$ cat config.mk
export PLATFORM = sky130hd
export DESIGN_NAME = fetch_unit
export DESIGN_NICKNAME = d
export VERILOG_FILES = /design/src/rtl/fetch_unit.sv
export SDC_FILE = /design/constraint.sdc
export NUM_CORES = 1
export LEC_CHECK = 0
export CAP_MARGIN = 5
export CORE_MARGIN = 2
export CORE_UTILIZATION = 50
export DETAILED_ROUTE_END_ITERATION = 16
export PLACE_DENSITY = 0.79
export SLEW_MARGIN = 20
export SYNTH_ARGS = -nofsm -noshare
export SYNTH_HDL_FRONTEND = slang
export SYNTH_SLANG_ARGS = --single-unit
$ cat constraint.sdc
create_clock -name clk -period 23 [get_ports clk]
set_clock_uncertainty 0.1 [all_clocks]
set_input_delay 4.6 -clock clk [delete_from_list [all_inputs] [get_ports clk]]
set_output_delay 4.6 -clock clk [all_outputs]
set_load 0.01 [all_outputs]
$ cat src/rtl/fetch_unit.sv
// Instruction fetch stage: PC sequencing, a one-entry redirect buffer for
// redirects that arrive while IF is stalled, the IF/DEC register and saturating counters.
module fetch_unit #(
  parameter int                    ADDR_WIDTH = 32,
  parameter logic [ADDR_WIDTH-1:0] RESET_PC   = '0,
  parameter int                    CNT_WIDTH  = 32
) (
  input  logic                  clk,
  input  logic                  rst,
  input  logic                  i2i_stall,
  input  logic                  i2d_stall,
  input  logic                  i2d_flush,
  input  logic                  load_pc_we,
  input  logic [ADDR_WIDTH-1:0] load_pc_new_pc,
  output logic [ADDR_WIDTH-1:0] ic_req_addr,
  input  logic                  ic_rsp_valid,
  input  logic [31:0]           ic_rsp_data,
  output logic                  dec_valid,
  output logic [ADDR_WIDTH-1:0] dec_pc,
  output logic [31:0]           dec_instr,
  output logic                  redirect_pending,
  output logic [CNT_WIDTH-1:0]  stat_fetched,
  output logic [CNT_WIDTH-1:0]  stat_miss_cycles,
  output logic [CNT_WIDTH-1:0]  stat_redirects
);

  typedef enum logic {RUN, HOLD} state_t;

  localparam logic [ADDR_WIDTH-1:0] PC_STEP = ADDR_WIDTH'(4);
  localparam logic [CNT_WIDTH-1:0]  CNT_ONE = CNT_WIDTH'(1);

  state_t                state_reg, state_next;
  logic [ADDR_WIDTH-1:0] pc_reg, pc_next;
  logic [ADDR_WIDTH-1:0] buf_reg, buf_next;
  logic [ADDR_WIDTH-1:0] eff_pc;

  logic                  dec_valid_reg;
  logic [ADDR_WIDTH-1:0] dec_pc_reg;
  logic [31:0]           dec_instr_reg;

  logic [2:0]            cnt_evt;
  logic [CNT_WIDTH-1:0]  cnt_reg [3];

  // Fetch address depends only on registered state, never on this cycle's redirect.
  assign eff_pc           = (state_reg == HOLD) ? buf_reg : pc_reg;
  assign ic_req_addr      = eff_pc;
  assign redirect_pending = (state_reg == HOLD);

  always_ff @(posedge clk or posedge rst) begin
    if (rst) begin
      state_reg <= RUN;
      pc_reg    <= RESET_PC;
      buf_reg   <= '0;
    end else begin
      state_reg <= state_next;
      pc_reg    <= pc_next;
      buf_reg   <= buf_next;
    end
  end

  always_comb begin
    state_next = state_reg;
    pc_next    = pc_reg;
    buf_next   = buf_reg;
    case (state_reg)
      RUN: begin
        if (load_pc_we && !i2i_stall) begin
          pc_next = load_pc_new_pc;
        end else if (load_pc_we) begin
          buf_next   = load_pc_new_pc;
          state_next = HOLD;
        end else if (!i2i_stall) begin
          pc_next = pc_reg + PC_STEP;
        end
      end
      HOLD: begin
        if (load_pc_we) begin
          buf_next = load_pc_new_pc;
        end
        if (!i2i_stall) begin
          pc_next    = load_pc_we ? load_pc_new_pc : buf_reg;
          state_next = RUN;
        end
      end
      default: state_next = RUN;
    endcase
  end

  // IF/DEC register: stall has priority over flush.
  always_ff @(posedge clk or posedge rst) begin
    if (rst) begin
      dec_valid_reg <= 1'b0;
      dec_pc_reg    <= '0;
      dec_instr_reg <= '0;
    end else if (!i2d_stall) begin
      dec_valid_reg <= i2d_flush ? 1'b0 : ic_rsp_valid;
      dec_pc_reg    <= eff_pc;
      dec_instr_reg <= ic_rsp_data;
    end
  end

  assign dec_valid = dec_valid_reg;
  assign dec_pc    = dec_pc_reg;
  assign dec_instr = dec_instr_reg;

  assign cnt_evt[0] = !i2d_stall && !i2d_flush && ic_rsp_valid;
  assign cnt_evt[1] = !ic_rsp_valid;
  assign cnt_evt[2] = load_pc_we;

  generate
    for (genvar gi = 0; gi < 3; gi++) begin : g_cnt
      always_ff @(posedge clk or posedge rst) begin
        if (rst) begin
          cnt_reg[gi] <= '0;
        end else if (cnt_evt[gi] && (cnt_reg[gi] != '1)) begin
          cnt_reg[gi] <= cnt_reg[gi] + CNT_ONE;
        end
      end
    end
  endgenerate

  assign stat_fetched     = cnt_reg[0];
  assign stat_miss_cycles = cnt_reg[1];
  assign stat_redirects   = cnt_reg[2];

endmodule

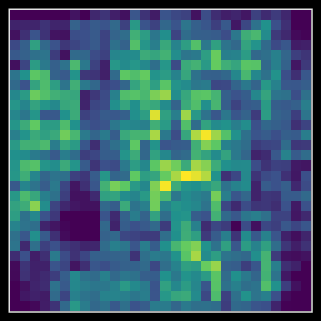
Fig. 1. Wire density map (run 1).
Drawn at 2 px/um. The die is cut into 30 by 30 equal tiles; dark purple is low, yellow is high, scaled to the fullest tile. Values are wire area over tile area, all layers added.
The emptiest ninth of the die: south-west. 4.1% of the tiles are nearly empty. The densest ninth of the die: center.
vias: 8623
Routed WL: 27400 um
gr usage total: 0.239
Avg WL per Cell: 18.0 um

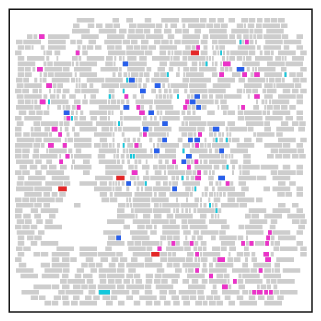
Fig. 2. Gate families picked out (run 1).
Drawn at 2 px/um.
Key: red = adder and majority cells [cells 4]; cyan = inverters [cells 25]; blue = AND-OR and OR-AND gates [cells 25]; magenta = AND and OR gates [cells 58, where all over the die]
Comb area share: 0.333
most instantiated logic cell after routing: clkdlybuf4s50_1

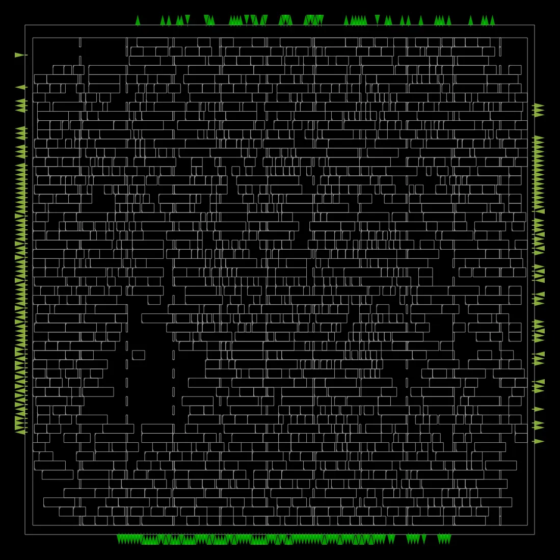
Fig. 3. Cell placement (run 1).
Flop Count: 226
Core Area: 21100 sq um
filler cell count: 1594
Rows: 53

==> GITHUB_STEP_SUMMARY, run 1 <==
### Metrics collected by this job

| Metric | Value |
|---|---|
| Pint | 885 uW |
| Die ar. | 22700 sq um |
| Synth area leader | dfrtp_1 |
| Final setup fails | 0 |
| Tmin final | 7.17 ns |
| Fmax | 0.139 GHz |
| Critical path type | flop to output pin |
| Status | completed |
| Area fraction in compound gates | 0.0913 |
| I/O Pins | 265 |
| Die width | 151 um |
| Metal3 WL | 1990 um |
| Synth Seq Share | 0.526 |
| Initial antenna violation count | 0 |
| Vias per cell | 5.65 |
| Most common logic cells in the final layout | clkdlybuf4s50_1 (261), dfrtp_1 (225), mux2_2 (114), nand2_1 (78), xnor2_1 (75) |
| Hold path cells | 2 |
| Fin worst setup slack | 15.83 ns |
| Worst-case reg-to-reg path depth | 6 |
| Final HPWL DP | 18400 um |
| Grt ovf | 0 |
| P_leak | 6.04 nW |
| Non-clock buffer area fraction after layout | 0.185 |
| Clk. pwr | 450 uW |
| H-tree Lvls | 1 |
| Top class by area | registers |
| Critical path arrival | 2.47 ns |
| Worst-Margin Slew | 0.959 ns |
| Post-CTS Setup Inserts | 0 |
| Buffers & Inverters on Critical Path | 2 |
| Setup TNS | 0 ns |
| Hold path start | buf_reg[27] |
| CP startpoint | redirect_pending |
| Final hold vios | 0 |
| CP Launch Type | flop |
| Grt met2 use | 0.401 |
| I/O Buffers | 264 |
| Bufs on Longest Clock Path | 3 |
| Die Y | 151 um |
| CP top delay family | buffers and inverters |
| Final period util | 0.312 |
| Dpl ws | 15.65 ns |
==> run 2: changes to the inputs <==
clock period = 7.3 ns   (was 23 ns; I/O delays follow)
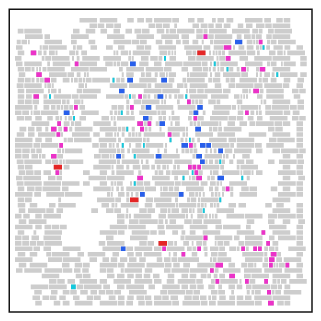
Fig. 4. Gate families picked out (run 2).
Drawn at 2 px/um.
Key: cyan = inverters [cells 25]; blue = AND-OR and OR-AND gates [cells 25]; magenta = AND and OR gates [cells 58, where all over the die]; red = adder and majority cells [cells 4]
Comb area share: 0.331
Final Non-Filler Cells: 1530

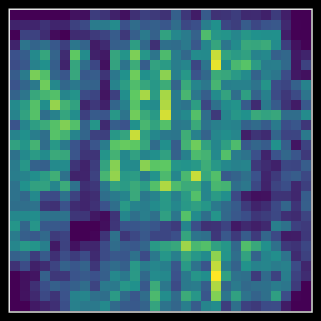
Fig. 5. Wire density map (run 2).
Drawn at 2 px/um. The die is cut into 30 by 30 equal tiles; dark purple is low, yellow is high, scaled to the fullest tile. Values are wire area over tile area, all layers added.
The fullest tile reaches 0.54. 24% of the tiles are over half the peak. The emptiest ninth of the die: south-west. The densest ninth of the die: center. The mean over all tiles is 0.19.
vias: 8605
Avg WL per Cell: 17.9 um

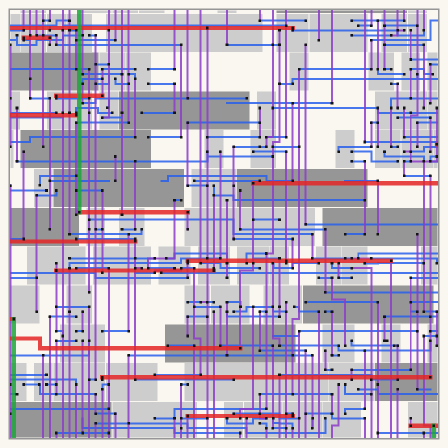
Fig. 6. Close-up of the layout (run 2).
Window x 60 to 90, y 60 to 90 um. Cells in gray, sequential cells in the stronger gray; small squares are vias.
Key: red = met3; blue = met1; purple = met2; green = met4
Sequential cells in the window: 10. Netlist names of flops here include pc_reg (9), buf_reg (1). Most frequent: dfrtp_1 (10), nor2_1 (8). 67 logic cells have their middle in the window.

==> run 2 against run 1 <==
Net effect: final area rose by 0.27%; area after synthesis did not move; power rose to 3.1 times the previous value; via count fell by 0.21%; sequential power rose to 3.2 times the previous value; sequential share of layout area fell by 0.10 points; critical path type unchanged; largest cell class unchanged; largest power group unchanged.
==> GITHUB_STEP_SUMMARY, run 2 <==
### Metrics collected by this job

| Metric | Value |
|---|---|
| Initial antenna violation count | 0 |
| Hold path cells | 2 |
| I/O Buffers | 264 |
| Post-CTS Setup Inserts | 0 |
| CP top delay family | buffers and inverters |
| Setup TNS | 0 ns |
| Most instantiated logic cell after routing | clkdlybuf4s50_1 |
| Die width | 151 um |
| H-tree Lvls | 1 |
| I/O Pins | 265 |
| Status | completed |
| Routed WL | 27400 um |
| Synth Seq Share | 0.526 |
| Flop Count | 226 |
| Top class by area | registers |
| Dpl ws | 3.28 ns |
| Final setup fails | 0 |
| Final period util | 0.549 |
| Grt met2 use | 0.401 |
| Tmin final | 4.01 ns |
| Hold path start | buf_reg[27] |
| Most common logic cells in the final layout | clkdlybuf4s50_1 (261), dfrtp_1 (225), mux2_2 (114), nand2_1 (78), xnor2_1 (75) |
| Rows | 53 |
| Critical path type | flop to output pin |
| Pint | 2.75 mW |
| Synth area leader | dfrtp_1 |
| CP startpoint | redirect_pending |
| Final hold vios | 0 |
| Die Y | 151 um |
| Worst-case reg-to-reg path depth | 6 |
| Bufs on Longest Clock Path | 3 |
| Gr usage total | 0.240 |
| Fmax | 0.250 GHz |
No activity file was given, so power comes from the tool's default toggle rates.
